### config.mk
export PLATFORM = sky130hd
export DESIGN_NAME = serial_frame_arbiter
export DESIGN_NICKNAME = d
export VERILOG_FILES = /design/src/rtl/serial_frame_arbiter.sv
export SDC_FILE = /design/constraint.sdc
export NUM_CORES = 1
export LEC_CHECK = 0
export ABC_AREA = 0
export CORE_MARGIN = 2
export CORE_UTILIZATION = 54
export CTS_CLUSTER_DIAMETER = 30
export DETAILED_ROUTE_END_ITERATION = 6
export PLACE_DENSITY = 0.83
export SLEW_MARGIN = 20
export SYNTH_ARGS = -nofsm -noshare
export SYNTH_HDL_FRONTEND = slang
export SYNTH_SLANG_ARGS = --single-unit
### constraint.sdc
create_clock -name clk -period 3.6 [get_ports clk]
set_input_delay 0.72 -clock clk [delete_from_list [all_inputs] [get_ports clk]]
set_output_delay 0.72 -clock clk [all_outputs]
set_load 0.005 [all_outputs]
### src/rtl/serial_frame_arbiter.sv
// Round-robin arbiter that owns a shared serial sequence detector: it resets the
// detector, shifts the granted frame in MSB-first and counts detector hits.
module serial_frame_arbiter #(
    parameter int FRAME_W = 8,
    parameter int CNT_W   = 4
) (
    input  logic               clk,
    input  logic               rstn,
    input  logic               req0,
    input  logic [FRAME_W-1:0] data0,
    input  logic               req1,
    input  logic [FRAME_W-1:0] data1,
    input  logic               det_in,
    output logic               x_out,
    output logic               fsm_rstn,
    output logic               busy,
    output logic [1:0]         grant,
    output logic               done,
    output logic               done_id,
    output logic [CNT_W-1:0]   hit_count
);

    localparam logic [1:0] S_IDLE  = 2'd0;
    localparam logic [1:0] S_LOAD  = 2'd1;
    localparam logic [1:0] S_SHIFT = 2'd2;
    localparam logic [1:0] S_DONE  = 2'd3;

    localparam int BW = (FRAME_W > 1) ? $clog2(FRAME_W) : 1;

    logic [1:0]         state;
    logic [FRAME_W-1:0] shreg;
    logic [BW-1:0]      bit_cnt;
    logic               last1;
    logic               pick1;

    // On a tie the requester that was not served last wins.
    assign pick1 = req1 & (~req0 | ~last1);

    // NOTE: every register below is assigned with <= so all of them update from
    // the same pre-edge values; blocking assignments here would create ordering races.
    always_ff @(posedge clk or negedge rstn) begin
        if (!rstn) begin
            state     <= S_IDLE;
            shreg     <= '0;
            bit_cnt   <= '0;
            last1     <= 1'b1;
            x_out     <= 1'b0;
            fsm_rstn  <= 1'b0;
            busy      <= 1'b0;
            grant     <= 2'b00;
            done      <= 1'b0;
            done_id   <= 1'b0;
            hit_count <= '0;
        end else begin
            done <= 1'b0;
            case (state)
                S_IDLE: begin
                    fsm_rstn <= 1'b0;
                    grant    <= 2'b00;
                    x_out    <= 1'b0;
                    if (req0 | req1) begin
                        state     <= S_LOAD;
                        busy      <= 1'b1;
                        grant     <= pick1 ? 2'b10 : 2'b01;
                        last1     <= pick1;
                        shreg     <= pick1 ? data1 : data0;
                        bit_cnt   <= '0;
                        hit_count <= '0;
                    end
                end
                S_LOAD: begin
                    // Detector has been held in reset for the whole LOAD cycle.
                    state    <= S_SHIFT;
                    fsm_rstn <= 1'b1;
                    x_out    <= shreg[FRAME_W-1];
                    shreg    <= shreg << 1;
                end
                S_SHIFT: begin
                    if (det_in && hit_count != '1) begin
                        hit_count <= hit_count + 1'b1;
                    end
                    if (bit_cnt == BW'(FRAME_W - 1)) begin
                        state   <= S_DONE;
                        done    <= 1'b1;
                        done_id <= grant[1];
                        x_out   <= 1'b0;
                    end else begin
                        bit_cnt <= bit_cnt + 1'b1;
                        x_out   <= shreg[FRAME_W-1];
                        shreg   <= shreg << 1;
                    end
                end
                S_DONE: begin
                    state    <= S_IDLE;
                    busy     <= 1'b0;
                    grant    <= 2'b00;
                    fsm_rstn <= 1'b0;
                    x_out    <= 1'b0;
                end
                default: begin
                    state <= S_IDLE;
                    busy  <= 1'b0;
                    grant <= 2'b00;
                end
            endcase
        end
    end

endmodule
==> results.cfg <==
; flow metrics
[pwr]
power.density_nw_per_um2 = 744
clk-power_mw = 0.127
seqPwrFrac_pct = 35.9
pwr-share-comb_pct = 54.8
vdd_drop_max_uv = 573
swShare_pct = 39.8
cellInternalPower_mw = 0.824
pwr-share-clk_pct = 9.3

[layout]
lay_top_count = clkdlybuf4s50_1
sh_seq_area_pct = 34.1
num-clock-buffers = 3
syn2layout_area_growth_pct = 22.1
fin_nets = 207
non_clock_inverter_count = 6
final_cells = 206
comb.multi_input.count = 107
seq_cells = 25
fillers = 209
final-nonclk-buf-share_pct = 17.7

[routing]
wire_per_inst_um = 15.4
routed_wl_mm = 3.16
wl_met1_mm = 1.44
dr_wl_met2_mm = 1.58

[yosys]
avgSynthCellArea_um2 = 10.3
ys_cells = 146
syn_inst = 146
synthTopCellsByArea = dfrtp_1 (40%), ha_1 (8.3%), o21ai_0 (5.0%), a221oi_1 (4.1%), o31ai_1 (4.0%)
synth_nets = 177
aoi_share_pct = 23.9
top_cells_by_count = dfrtp_1 (24), o21ai_0 (15), nand2_1 (11), ha_1 (10), o31ai_1 (8)
fa_ha_area_share_pct = 8.30
synth_cell_types = 43

[global_route]
use_met2_pct = 37.7
grt-ovfl-total = 0
met1_usage_pct = 26.2
track_usage_pct = 20.9
grt_max_degree = 26

[status]
status = finished clean

[critical_path]
crit_path_top_delay_cell = clkdlybuf4s50_1
crit_chain = clkdlybuf4s50_1 > nor3b_2 > buf_4 > a21oi_2 > mux2_4
worstPathMaxFanout = 13
reg2reg_depth = 6
cp_slowest_stage_delay_ns = 0.58
endpoint = state[1]
r2r-end = state[1]
crit_path_end_kind = register

[min_path]
min-delay-start = shreg[7]

[cts]
clkTransAtPathRegs_ns = 0.14
tritoncts = done
cts-htree-levels = 1
numCtsBuffers = 3
cts_hold_buf = 0
root_buffer = clkbuf_4

[final_timing]
slew_violations = 0
max_freq_ghz = 0.440
worstMarginPinSlew_ns = 0.611
min_period_over_period_pct = 63.1
finalClockSkew_ns = 0.00115

[placement]
dp_slack_ns = 1.01
dp_cells = 202

[floorplan]
design.die.area_um2 = 3230
nWellTaps = 31
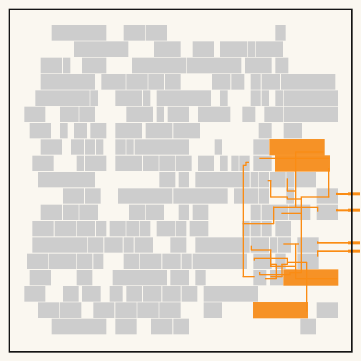
**Above:** wires at chosen ports, followed through buffers.
(6 px per um)
- orange: hit_count (bits 4; direction output; edge east; end cells 4; buffers 4; wire 178 um)
IO buf count: 31
# IOs: 32

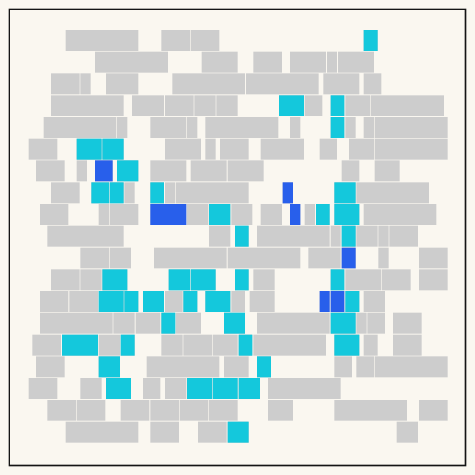
**Above:** logic cells by family.
(8 px per um)
- cyan: inverting AOI/OAI gates (cells 41)
- blue: NOR gates (cells 7)

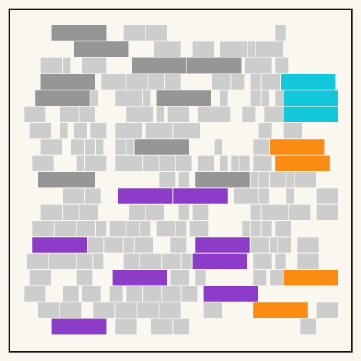
**Above:** where the registers sit.
(6 px per um) Other sequential cells in the stronger grey, the rest of the logic in the fainter grey.
- cyan: bit_cnt (placed flops 3)
- purple: shreg (placed flops 8)
- orange: hit_count (placed flops 4)
- not coloured: 10

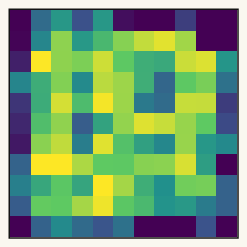
**Above:** cell density map.
(4 px per um) The die is cut into 11 by 11 equal tiles; dark purple is low, yellow is high, 0 to 100% covered.
- mean over tiles: 56%
- nearly empty tiles: 12%
- fullest tile: 100%
- densest ninth of the die: centre
- tiles over 75% full: 35%
Final Util: 67.9%
CORE AREA: 2710 um^2
FP Core Util: 55.6%

Power and IR drop assume default switching activity.
